===== src/rtl/cfg_bank.sv =====
// cfg_bank: config register bank with dirty tracking and handshake flush; CFG_BANK_READBACK_EN enables the read port
module cfg_bank #(
  parameter int NUM_REGS = 8,
  parameter int WORD_SIZE = 8,
  parameter logic [NUM_REGS*WORD_SIZE-1:0] DEFAULTS = '0,
  localparam int ADDR_W = $clog2(NUM_REGS) > 1 ? $clog2(NUM_REGS) : 1
) (
  input  logic                 clk,
  input  logic                 rst,
  input  logic                 wr_en,
  input  logic [ADDR_W-1:0]    wr_addr,
  input  logic [WORD_SIZE-1:0] wr_data,
  input  logic                 rd_en,
  input  logic [ADDR_W-1:0]    rd_addr,
  output logic [WORD_SIZE-1:0] rd_data,
  output logic                 rd_valid,
  input  logic                 flush_req,
  output logic                 flush_busy,
  output logic                 out_valid,
  input  logic                 out_ready,
  output logic [ADDR_W-1:0]    out_addr,
  output logic [WORD_SIZE-1:0] out_data,
  output logic [NUM_REGS-1:0]  dirty
);
  localparam logic [ADDR_W:0] LIM = (ADDR_W+1)'(NUM_REGS);
  localparam logic [ADDR_W-1:0] LAST = ADDR_W'(NUM_REGS - 1);
  typedef enum logic [1:0] {IDLE, SCAN, SEND} state_t;
  state_t state, state_n;
  logic [ADDR_W-1:0] idx, idx_n, addr_q;
  logic [WORD_SIZE-1:0] data_q;
  logic [WORD_SIZE-1:0] regs [NUM_REGS];
  logic wr_ok, cap, hs;
  assign wr_ok = wr_en && ({1'b0, wr_addr} < LIM);
  assign out_valid = state == SEND && !rst;
  assign flush_busy = state != IDLE && !rst;
  assign out_addr = rst ? '0 : addr_q;
  assign out_data = rst ? '0 : data_q;
  assign hs = out_valid && out_ready;
  // register file and dirty flags; a write landing in the handshake cycle keeps its flag set
  always_ff @(posedge clk)
    if (rst) begin
      for (int i = 0; i < NUM_REGS; i++) regs[i] <= DEFAULTS[i*WORD_SIZE +: WORD_SIZE];
      dirty <= '1;
    end else begin
      if (hs) dirty[addr_q] <= 1'b0;
      if (wr_ok) begin
        regs[wr_addr] <= wr_data;
        dirty[wr_addr] <= 1'b1;
      end
    end
  // flush state, scan index and the captured beat held stable through SEND
  always_ff @(posedge clk)
    if (rst) begin
      state <= IDLE;
      idx <= '0;
      addr_q <= '0;
      data_q <= '0;
    end else begin
      state <= state_n;
      idx <= idx_n;
      if (cap) begin
        addr_q <= idx;
        data_q <= regs[idx];
      end
    end
  // flush sequencing: scan one index per cycle, emit each dirty register as one beat
  always_comb begin
    state_n = state;
    idx_n = idx;
    cap = 1'b0;
    case (state)
      IDLE: if (flush_req) begin
        state_n = SCAN;
        idx_n = '0;
      end
      SCAN: if (dirty[idx]) begin
        state_n = SEND;
        cap = 1'b1;
      end else begin
        state_n = idx == LAST ? IDLE : SCAN;
        idx_n = idx == LAST ? idx : idx + 1'b1;
      end
      SEND: if (out_ready) begin
        state_n = idx == LAST ? IDLE : SCAN;
        idx_n = idx == LAST ? idx : idx + 1'b1;
      end
      default: state_n = IDLE;
    endcase
  end
`ifdef CFG_BANK_READBACK_EN
  logic rd_ok, rd_valid_q;
  logic [WORD_SIZE-1:0] rd_data_q;
  assign rd_ok = {1'b0, rd_addr} < LIM;
  assign rd_valid = rd_valid_q && !rst;
  assign rd_data = rst ? '0 : rd_data_q;
  // one-cycle registered read; sees the pre-write value on a same-address collision
  always_ff @(posedge clk)
    if (rst) begin
      rd_valid_q <= 1'b0;
      rd_data_q <= '0;
    end else begin
      rd_valid_q <= rd_en;
      rd_data_q <= rd_en && rd_ok ? regs[rd_addr] : '0;
    end
`else
  logic unused_rd;
  assign unused_rd = ^{rd_en, rd_addr};
  assign rd_valid = 1'b0;
  assign rd_data = '0;
`endif
endmodule

===== config.mk =====
export PLATFORM = sky130hd
export DESIGN_NAME = cfg_bank
export DESIGN_NICKNAME = d
export VERILOG_FILES = /design/src/rtl/cfg_bank.sv
export SDC_FILE = /design/constraint.sdc
export NUM_CORES = 1
export LEC_CHECK = 0
export ABC_AREA = 1
export CORE_MARGIN = 2
export CORE_UTILIZATION = 40
export DETAILED_ROUTE_END_ITERATION = 16
export HOLD_SLACK_MARGIN = 0.08
export PLACE_DENSITY = 0.65
export SLEW_MARGIN = 40
export SYNTH_ARGS = -nofsm -noshare
export SYNTH_HDL_FRONTEND = slang
export SYNTH_SLANG_ARGS = --single-unit

===== constraint.sdc =====
create_clock -name clk -period 3.1 [get_ports clk]
set_input_delay 0.93 -clock clk [delete_from_list [all_inputs] [get_ports clk]]
set_output_delay 0.93 -clock clk [all_outputs]
set_load 0.02 [all_outputs]

==> CHANGELOG.md, run 1 <==
### Metrics

- Number of warning messages in the yosys log: 0
- Area figure in the yosys stat output: 4110 sq um
- Area growth syn-to-layout: 16.8%
- Cell area reported after detailed placement: approximately 4600 sq um
- CP Launch Type: primary input
- Critical path buffers and inverters: 3
- Root cell of the clock tree: clkbuf_8
- DRC violation total after the first TritonRoute iteration: 250
- Maximum number of pins on one net before global-route repair: 40
- Number of warnings in the stage logs: 33
- Post-Syn Area: 4110 sq um
- Cell count after placement: 622
- Final critical-path required period: 2.90 ns
- Final HPWL from detailed placement: about 6.5 mm
- Final-report hold violation count: 0
- Maximum buffer depth of the clock tree: 2
- Top cell family by delay on the critical path: buffers and inverters
- Number of global-route vias before repair: between 3000 and 4000
- Final number of max-transition violations: 0
- Final net count: 526
- Hold WC Path Type: reg -> reg
- Number of buffers inserted by port buffering: 36
- Remaining DRCs: 0
- Floorplan-stage core utilization: roughly two fifths
- Final std cells w/o fill: about 640
- Sequential fraction of the synthesis area: between 50% and 60%
- Final Worst Setup Slack: 0.196 ns
- Cell count after synthesis: 458
- Most instantiated logic cell after routing: nor2_1
- Total clock buffers created by CTS: 9
- Worst path arrival time: between 1.5 and 2 ns
- Number of cell instances after yosys synthesis: 458
- Worst slack at placement: -0.0855 ns
- Fraction of final layout cells sized beyond drive strength 1: approximately 8.9%
- Chip height: 105 um
- Status: finished, final reports clean
- Hold buffers post-CTS: 0
- Clock transition at path regs: approximately 0.09 ns
- Data required time at the worst endpoint: 2.17 ns
- Average routed wire per standard cell: roughly 15 um
- Cell with the largest stage delay on the worst path: clkdlybuf4s50_1
- Number of maximum-capacitance violations: 0
- Worst setup skew after layout: ~0.011 ns
- Clock tree sinks: ~88
- F_max: approximately 0.34 GHz
- Worst-Margin Slew: about 0.60 ns
- Power density over the cells: 708 nW/um^2
- Final weighted congestion in routability-driven placement: 0.799
- Post-synth regs: 88
- Overflow left after global routing: 0
- Via-per-instance ratio: approximately 5
- Chip area: about 11000 sq um
- Count of unique library cells instantiated by Yosys: 21
- Boundary Pins: approximately 50
- Count of endpoints failing setup in the final report: 0
- First-pass iteration count of the detailed router: 5
- Antenna violations before repair: 0
- Clock tree from TritonCTS: done
- Number of diodes added for antenna fixing: 0
- Worst slew margin relative to its limit: around 60%
- Post-CTS setup repair buffer count: 0
- Final-layout setup total negative slack: 0 ns
- Unrepaired setup endpoints after global routing: false
- Ordered list of cells on the worst path: clkdlybuf4s50_1 -> buf_4 -> nor2_1 -> dlygate4sd2_1
- Leak pwr: about 2 nW
- Most frequent cells in the layout: 117 x nor2_1, 64 x edfxtp_1, 62 x nand2_1
## run 1: routing by layer
metal / global-route usage [%] / routed length (um)
met1: 23.3 / 4120
met2: 30.4 / 4650
met3: 2.60 / 559
met4: 7.33 / 203
met5: 0 / 0
## run 1: Yosys cell counts
cell type  count  share of area, %
a21oi_1       15               1.8
and3_1         1              0.15
buf_2          8              0.98
buf_4          9               1.6
buf_6          3              0.82
clkbuf_1       7              0.64
conb_1         1             0.091
dfxtp_1       24                12
edfxtp_1      64                47
ha_1           6               1.8
inv_1         41               3.7
inv_2          4              0.37
nand2_1       62               5.7
nand2_2        8               1.2
nand3_1       13               1.6
nand3_2        4              0.98
nor2_1       117                11
nor2_2         2              0.30
o21ai_0       39               4.8
o21ai_1       13               1.6
o22ai_1       17               2.6
## run 1: worst paths after layout
check | startpoint | cells past startpoint | slack (ns) | to
hold / removal | data_q[7]$_SDFFE_PP0P_ | 2 | 0.46 | data_q[7]$_SDFFE_PP0P_
setup reg to reg | idx[1]$_SDFFE_PP0P_ | 8 | 1.11 | idx[0]$_SDFFE_PP0P_
setup / recovery | rst | 4 | 0.20 | out_data[1]
hold reg to reg | data_q[7]$_SDFFE_PP0P_ | 2 | 0.46 | data_q[7]$_SDFFE_PP0P_
## run 1: repair_timing
item	in CTS	in global routing
resized	13	0
setup endpoints to repair	13	0
hold endpoints to repair	0	0
## run 1: sequential cells by signal (all words and copies together), names as in the netlist
signal	count
dirty	8
idx	3
regs	64
data_q	8
addr_q	3
state	2
## run 1: tightest hold or removal path, delay by kind of cell, from the launching register on
kind,cells,cell delay (ns)
buf+inv,1,0.06
compound gates,1,0.05
flops,1,0.30
## run 1: layout make-up
type,instances,area [sq um]
clock buffers,11,131
clock inverters,5,80.1
fillers,963,5070
inverters,45,169
multi-input cells,306,1400
flip-flops and latches,88,2400
well taps,133,166
repair buffers,50,449
## run 1: metrics by stage
| stage | hold WS, ns | total power, mW | utilization, % |
|---|---|---|---|
| CTS | 0.460 | 3.41 | 48.6 |
| detailed placement | 0.449 | 2.60 | 46.6 |
| global route | 0.482 | 3.59 | 48.6 |
| finish | 0.458 | 3.40 | 48.6 |
| floorplan | 0.431 | 2.29 | - |
| global placement | 0.444 | 2.57 | 46.6 |
## run 1: report_power, final
group	total (mW)	internal, mW	switching, mW
registers	1.47	1.41	0.0591
logic	1.07	0.334	0.734
clock network	0.859	0.455	0.403
total	3.40	2.20	1.20
## run 1: logic make-up (layout without fill, tap and decap cells)
family | Yosys count | after routing | share of synthesized area (%)
flip-flops | 88 | 88 | 58.5
AND-OR/OR-AND | 84 | 84 | 10.8
AND/OR/NAND/NOR | 207 | 207 | 20.6
buffers and inverters | 72 | 111 | 8.20
adder cells (fa/ha/maj) | 6 | 6 | 1.83
other | 1 | 9 | 0.0913
==> run_1/placement_by_type.png <==
(3 px per um)
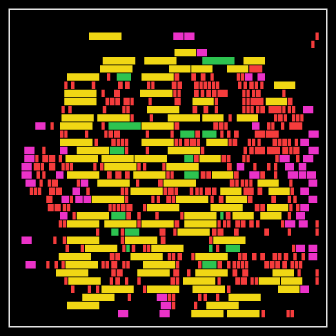
green -> clock drivers and dummy loads  # cells 16, share of their area 4.6%
yellow -> flops  # cells 88, share of their area 52%
magenta -> other buffers and delay cells  # cells 50, share of their area 9.7%
red -> combinational and other logic  # cells 351, share of their area 34%
Util after Layout: 48.6%
number of cell rows: 36
final design instance area without fill: 4790 sq um
core area: 9860 sq um
Seq area share: 50.1%

==> run_1/flops_by_reg.png <==
(6 px per um) Other sequential cells in the stronger grey, the rest of the logic in the fainter grey.
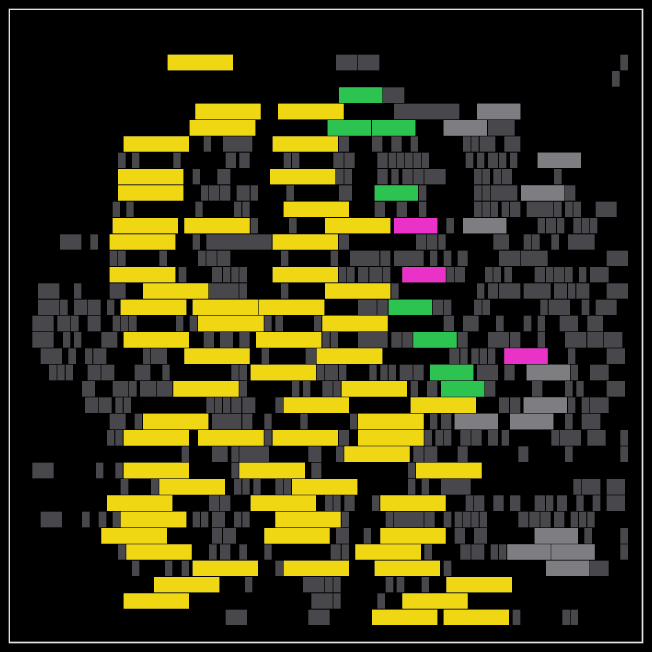
yellow -> `regs`  # sequential cells 64
magenta -> `addr_q`  # sequential cells 3
green -> `dirty`  # sequential cells 8
register area: 2400 sq um
power attributed to sequential cells: 1.47 mW

==> run_1/wires.png <==
(4 px per um) Two of the layers only.
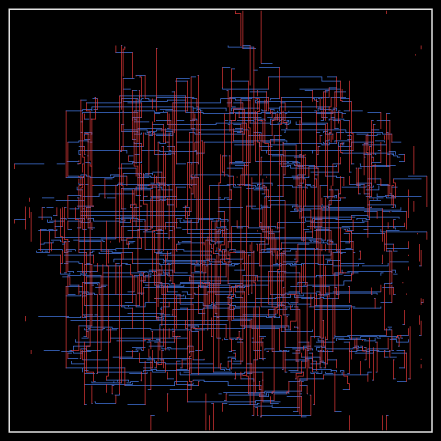
red -> metal 2  # wire length 4650 um
blue -> metal 1  # wire length 4120 um
via count: 3179
routed wire length: 9.53 mm
global routing usage summed across all routing layers: 18.0%

==> run_1/placement.png <==
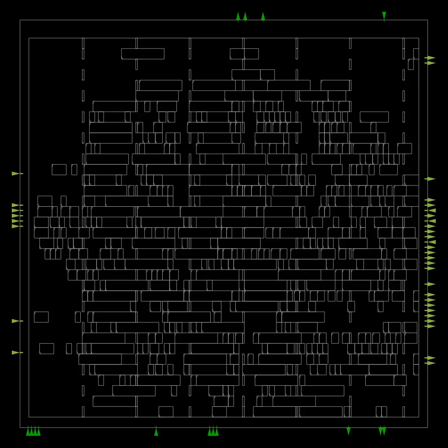

==> inputs of run 2 (changes only) <==
ABC_AREA = default   (was 1)
PLACE_DENSITY = 0.64   (was 0.65)
==> run_2/placement.png <==
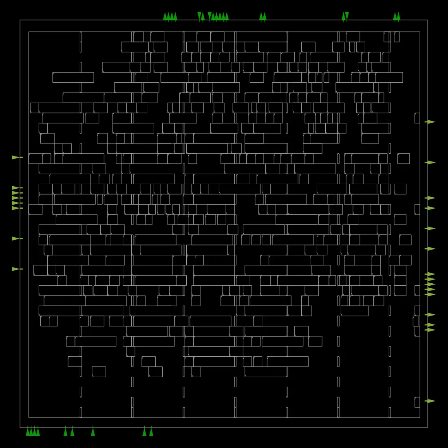
tap cells: 140
FILL cells: 1006
number of cell rows: 38

==> run_2/layer_met3.png <==
(3 px per um)
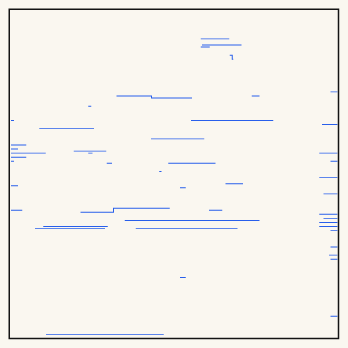
main direction = horizontal
wire length on this layer = 439 um
longest straight run = 44.6 um
share of all routed wire = 4.5%
nets with wire on the layer = 40
met3 track demand over resource: 4.36%
via count: 2980

==> run_2/placement_by_type.png <==
(2 px per um)
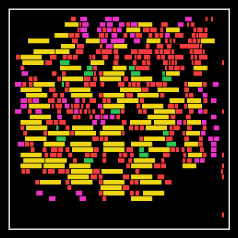
red -> combinational and other logic  # cells 269, share of their area 38%
magenta -> other buffers and delay cells  # cells 62, share of their area 11%
yellow -> flops  # cells 88, share of their area 48%
green -> clock drivers and dummy loads  # cells 16, share of their area 3.4%
Util after Layout: 48.0%
final design instance area without fill: 5210 sq um
Seq area share: 46.2%

==> CHANGELOG.md, run 2 <==
### Metrics

- Status: finished, final reports clean
- Antenna violations before repair: 0 (unchanged)
- Number of warnings in the stage logs: 33 (unchanged)
- Yosys top cell by area: edfxtp_1
- Floorplan-stage core utilization: 40.9% (-0.75 points)
- Maximum number of pins on one net before global-route repair: 22 (-45%)
- Registers with the most flip-flops: regs: 64 flops, data_q: 8 flops, dirty: 8 flops
- Worst hold path cell count: 2 (unchanged)
- Worst-Margin Slew: 0.685 ns (+0.0815 ns)
- F_max: 0.332 GHz (-3.6%)
- Worst path arrival time: 2.08 ns (+0.11 ns)
- Flip-flop count of the largest register after layout: 64 (unchanged)
- Most instantiated logic cell after routing: and2_1
- Main area contributors: edfxtp_1 43%, dfxtp_1 11%, and2_1 9.2%
- Worst slew margin relative to its limit: 54.2% (-5.5 points)
- Root cell of the clock tree: clkbuf_8
- Wire length on met2: 4.65 mm (unchanged)
- Count of unique library cells instantiated by Yosys: 45 (+110%)
- Cts repair resizes: 13 (unchanged)
- Startpoint of the lowest-slack hold path: dirty[1]$_SDFF_PP1_
- Global routing usage summed across all routing layers: 17.6% (-0.41 points)
- Ys flop type: edfxtp_1
- Final-report hold violation count: 0 (unchanged)
- Maximum buffer depth of the clock tree: 2 (unchanged)
- Post-Syn Area: 4430 sq um (+7.9%)
- DRC violation total after the first TritonRoute iteration: 176 (-30%)
- Number of maximum-capacitance violations: 0 (unchanged)
- Total clock buffers created by CTS: 9 (unchanged)
- Register ranked first by flip-flop count: regs
- Final net count: 456 (-13%)
- EDFF count, synth: 64 (unchanged)
- Fraction of final layout cells sized beyond drive strength 1: 14.7% (+5.8 points)
- Routed wire length: 9.67 mm (+1.4%)
- Clock tree from TritonCTS: done
- Final HPWL from detailed placement: 6.90 mm (+6.0%)
- Final weighted congestion in routability-driven placement: 0.796 (-0.31%)
- Area figure in the yosys stat output: 4430 sq um (+7.9%)
- Boundary Pins: 50 (unchanged)
- Async SR Flop Fraction: 0% (unchanged)
- Number of cell instances after yosys synthesis: 374 (-18%)
- Chip height: 109 um (+3.7%)
- Top sig layer: met4
- Overflow left after global routing: 0 (unchanged)
- Power density over the cells: 510 nW/um^2 (-28%)
- Number of buffers inserted by port buffering: 36 (unchanged)
- First-pass iteration count of the detailed router: 4 (-1)
- Core area: 10800 sq um (+9.9%)
-- run 2: metrics by stage --
stage | area (sq um) | instances | power, mW | utilization (%)
global placement | 5050 | 559 | 1.98 | 46.6
CTS | 5210 | 575 | 2.68 | 48.0
detailed placement | 5050 | 559 | 2.00 | 46.6
floorplan | 4460 | 382 | 1.81 | -
finish | 5210 | 575 | 2.66 | 48.0
global route | 5210 | 575 | 2.79 | 48.0
-- run 2: cell type report --
class | instances | area, sq um | share of cell area [%]
sequential | 88 | 2400 | 46.2
inverter | 5 | 18.8 | 0.360
timing repair buffer | 62 | 552 | 10.6
tap | 140 | 175 | 3.36
clock inverter | 7 | 46.3 | 0.889
clock buffer | 9 | 124 | 2.38
multi-input combinational | 264 | 1890 | 36.2
-- run 2: final timing paths --
path | end | slack [ns]
worst max-delay path | out_valid | 0.09
worst min-delay path | dirty[1]$_SDFF_PP1_ | 0.49
worst max register to register | idx[1]$_SDFFE_PP0P_ | 1.10
worst min register to register | dirty[1]$_SDFF_PP1_ | 0.49
-- run 2: power breakdown --
| group | internal (mW) | switching (mW) | leakage (nW) |
|---|---|---|---|
| registers | 1.35 | 0.0538 | 0.810 |
| clock network | 0.291 | 0.409 | 0.0813 |
| logic | 0.227 | 0.323 | 0.974 |
| total | 1.87 | 0.786 | 1.86 |
-- run 2: kinds of logic (layout without fill, tap and decap cells) --
kind of cell | Yosys count | after routing | synth area share, %
and+or+nand+nor | 147 | 147 | 20.0
muxes | 39 | 39 | 9.01
DFF | 88 | 88 | 54.2
AOI/OAI and AO/OA | 63 | 63 | 11.0
other | 1 | 9 | 0.0846
adders and majority gates | 6 | 6 | 1.69
buffers and inverters | 30 | 83 | 3.98
-- run 2: metal layers --
metal / track usage [%] / vias up
met2: 27.6 / 71
met1: 24.2 / 1439
met3: 4.36 / 8
met5: 0 / -
li1: - / 1462
met4: 5.33 / 0
-- run 2: worst max-delay path, stage by stage --
cell,delay [ns]
clkdlybuf4s50_1,0.45
buf_12,0.17
nor2b_1,0.17
dlygate4sd2_1,0.36
==> run_2/wires.png <==
(3 px per um) Two of the layers only.
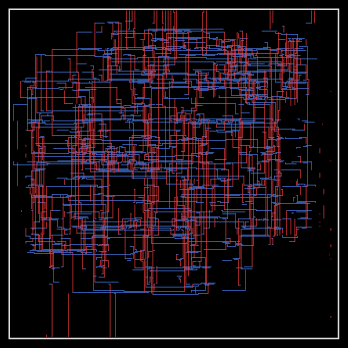

==> inputs of run 3 (changes only) <==
CELL_PAD_IN_SITES_DETAIL_PLACEMENT = 0   (was default)
CELL_PAD_IN_SITES_GLOBAL_PLACEMENT = 2   (was default)
PLACE_DENSITY = 0.87   (was 0.64)
REMOVE_ABC_BUFFERS = 1   (was default)
==> run_3/wires.png <==
(3 px per um) Two of the layers only.
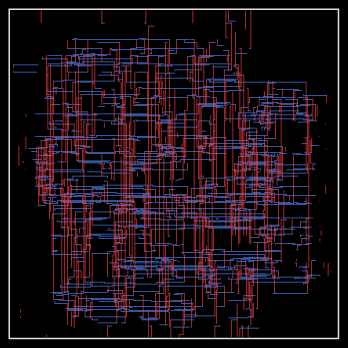
red -> metal 2  # wire length 5000 um
blue -> metal 1  # wire length 4510 um
via count: 2949
average routed wire per standard cell: 17.4 um
global routing usage summed across all routing layers: 18.0%
routed wire length: 10.0 mm

==> run_3/placement.png <==
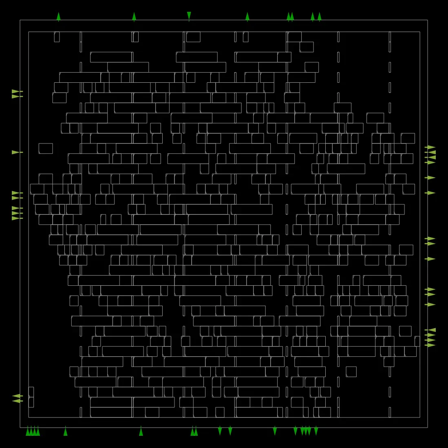
sequential cell count: 88
Seq area share: 45.5%
FILL cells: 999
final std cells w/o fill: 577
Util after Layout: 48.7%

==> CHANGELOG.md, run 3 <==
### Metrics

- First-pass iteration count of the detailed router: 4 (unchanged)
- Worst slew margin relative to its limit: 55.2% (+0.93 points)
- Final HPWL from detailed placement: 7.17 mm (+4.0%)
- Ys flop type: edfxtp_1
- Registers with the most flip-flops: regs: 64 flops, data_q: 8 flops, dirty: 8 flops
- Post-synth regs: just under 90
- Async SR Flop Fraction: 0% (unchanged)
- F_max: 0.334 GHz (+0.71%)
- Clock tree from TritonCTS: done
- Count of unique library cells instantiated by Yosys: 45 (unchanged)
- Flip-flop count of the largest register after layout: 64 (unchanged)
- EDFF count, synth: 64 (unchanged)
- Number of maximum-capacitance violations: 0 (unchanged)
- Fraction of final layout cells sized beyond drive strength 1: 15.6% (+0.85 points)
- Cell with the largest stage delay on the worst path: clkdlybuf4s50_1
- Cell area reported after detailed placement: 5050 sq um (about the same)
- Worst path arrival time: 2.06 ns (-0.02 ns)
- Ordered list of cells on the worst path: clkdlybuf4s50_1 -> buf_4 -> nor2b_1 -> dlygate4sd2_1
- Final weighted congestion in routability-driven placement: 0.856 (+7.5%)
- Yosys top cell by area: edfxtp_1
- Area figure in the yosys stat output: 4430 sq um (unchanged)
- Number of cell instances after yosys synthesis: 374 (unchanged)
- Met1 Use GR: 22.5% (-1.8 points)
- Number of cell rows: 38 (unchanged)
- Chip height: 109 um (unchanged)
- Met3 track demand over resource: 2.45% (-1.9 points)
- Register area: 2400 sq um (unchanged)
- MI comb area: 1890 sq um (unchanged)
- Endpoint kind of the worst setup timing path: output port
- Boundary Pins: 50 (unchanged)
- Floorplan-stage core utilization: 40.9% (unchanged)
- Overflow left after global routing: 0 (unchanged)
- Most instantiated logic cell after routing: and2_1
- Worst-Margin Slew: 0.671 ns (-0.0139 ns)
- Post-Syn Area: 4430 sq um (unchanged)
- Power density over the cells: 553 nW/um^2 (+8.4%)
- Number of diodes added for antenna fixing: 0
- Antenna violations before repair: 0 (unchanged)
- Power after layout: 2.92 mW (+10%)
- Dominant cell area share: 43.4%
- Critical path buffers and inverters: 3 (unchanged)
- Main area contributors: edfxtp_1 43%, dfxtp_1 11%, and2_1 9.2%
- Most crowded layer after global routing: met2
- Critical Setup Path Class: in -> out
- Top cell family by delay on the critical path: buffers and inverters
- Maximum buffer depth of the clock tree: 2 (unchanged)
- Met2 routing resource usage after global routing: 30.8% (+3.2 points)
- Register ranked first by flip-flop count: regs
- Number of buffers inserted by port buffering: 36 (unchanged)
- Number of warnings in the stage logs: 32 (-3.0%)
- CP max stage delay: 0.42 ns (-0.03 ns)
- Status: finished, final reports clean
- Total clock buffers created by CTS: 9 (unchanged)
- Synth top cell by count: and2_1
- DRC violation total after the first TritonRoute iteration: 153 (-13%)
- Root cell of the clock tree: clkbuf_8
==> run_3/placement_by_type.png <==
(2 px per um)
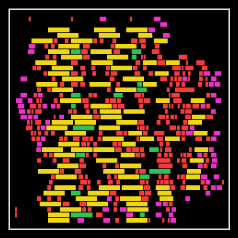
red -> combinational and other logic  # cells 269, share of their area 37%
green -> clock drivers and dummy loads  # cells 16, share of their area 4.8%
yellow -> flops  # cells 88, share of their area 47%
magenta -> other buffers and delay cells  # cells 64, share of their area 11%
final design instance area without fill: 5280 sq um
core area: 10800 sq um

[run 3: cell counts after synthesis]
Identical to the previous run, type by type.
[run 3: power by group]
part	internal, mW	total [mW]	switching (mW)
clock network	0.535	0.963	0.429
registers	1.35	1.41	0.0578
logic	0.228	0.548	0.320
total	2.12	2.92	0.807
[run 3: layout make-up]
cell class / count / share of cell area, %
tap: 140 / 3.32
inverter: 5 / 0.355
timing repair buffer: 64 / 10.5
clock buffer: 9 / 2.34
sequential: 88 / 45.5
clock inverter: 7 / 2.27
multi-input combinational: 264 / 35.7
[run 3: kinds of logic after synthesis]
group	count (synthesis)	synth area share [%]
AND-OR/OR-AND	63	11.0
multiplexers	39	9.01
AND/OR/NAND/NOR	147	20.0
buffers and inverters	30	3.98
other	1	0.0846
flip-flops	88	54.2
adder cells (fa/ha/maj)	6	1.69
[run 3: per-stage QoR]
stage	std cells	utilization [%]	TNS, ns	hold WS, ns	setup slack [ns]
floorplan	357	-	0	0.522	0.583
global placement	561	46.6	-3.34	0.475	-0.199
detailed placement	561	46.6	-4.41	0.480	-0.255
CTS	577	48.7	0	0.502	0.0894
global route	577	48.7	0	0.528	0.0286
finish	577	48.7	0	0.495	0.110
[run 3: final timing paths]
path / depth (start not counted) / end / from / slack [ns]
worst max-delay path: 4 / out_data[7] / rst / 0.11
worst min-delay path: 1 / dirty[0]$_SDFF_PP1_ / dirty[0]$_SDFF_PP1_ / 0.50
worst max register to register: 5 / idx[1]$_SDFFE_PP0P_ / idx[1]$_SDFFE_PP0P_ / 1.02
worst min register to register: 1 / dirty[0]$_SDFF_PP1_ / dirty[0]$_SDFF_PP1_ / 0.50
[run 3: layer usage]
layer / wire [um] / part of all wire (%) / up-vias
met5: 0 / 0 / -
met4: 192 / 1.9 / 0
met3: 311 / 3.1 / 10
met2: 5000 / 50 / 57
met1: 4510 / 45 / 1420
li1: - / - / 1462
[run 3: worst reg2reg max path, cell delays in order (launching register included)]
cell and delay [ns]:
dfxtp_2 0.53, ha_1 0.30, ha_1 0.23, a2111oi_4 0.53
mux2i_1 0.26, o211ai_1 0.11
[run 3: what timing repair did]
| action | CTS | global route |
|---|---|---|
| gates resized | 13 | 0 |
| endpoints found under the setup margin | 13 | 0 |
| buffers inserted | 0 | 0 |
No activity file was given, so power comes from the tool's default toggle rates.
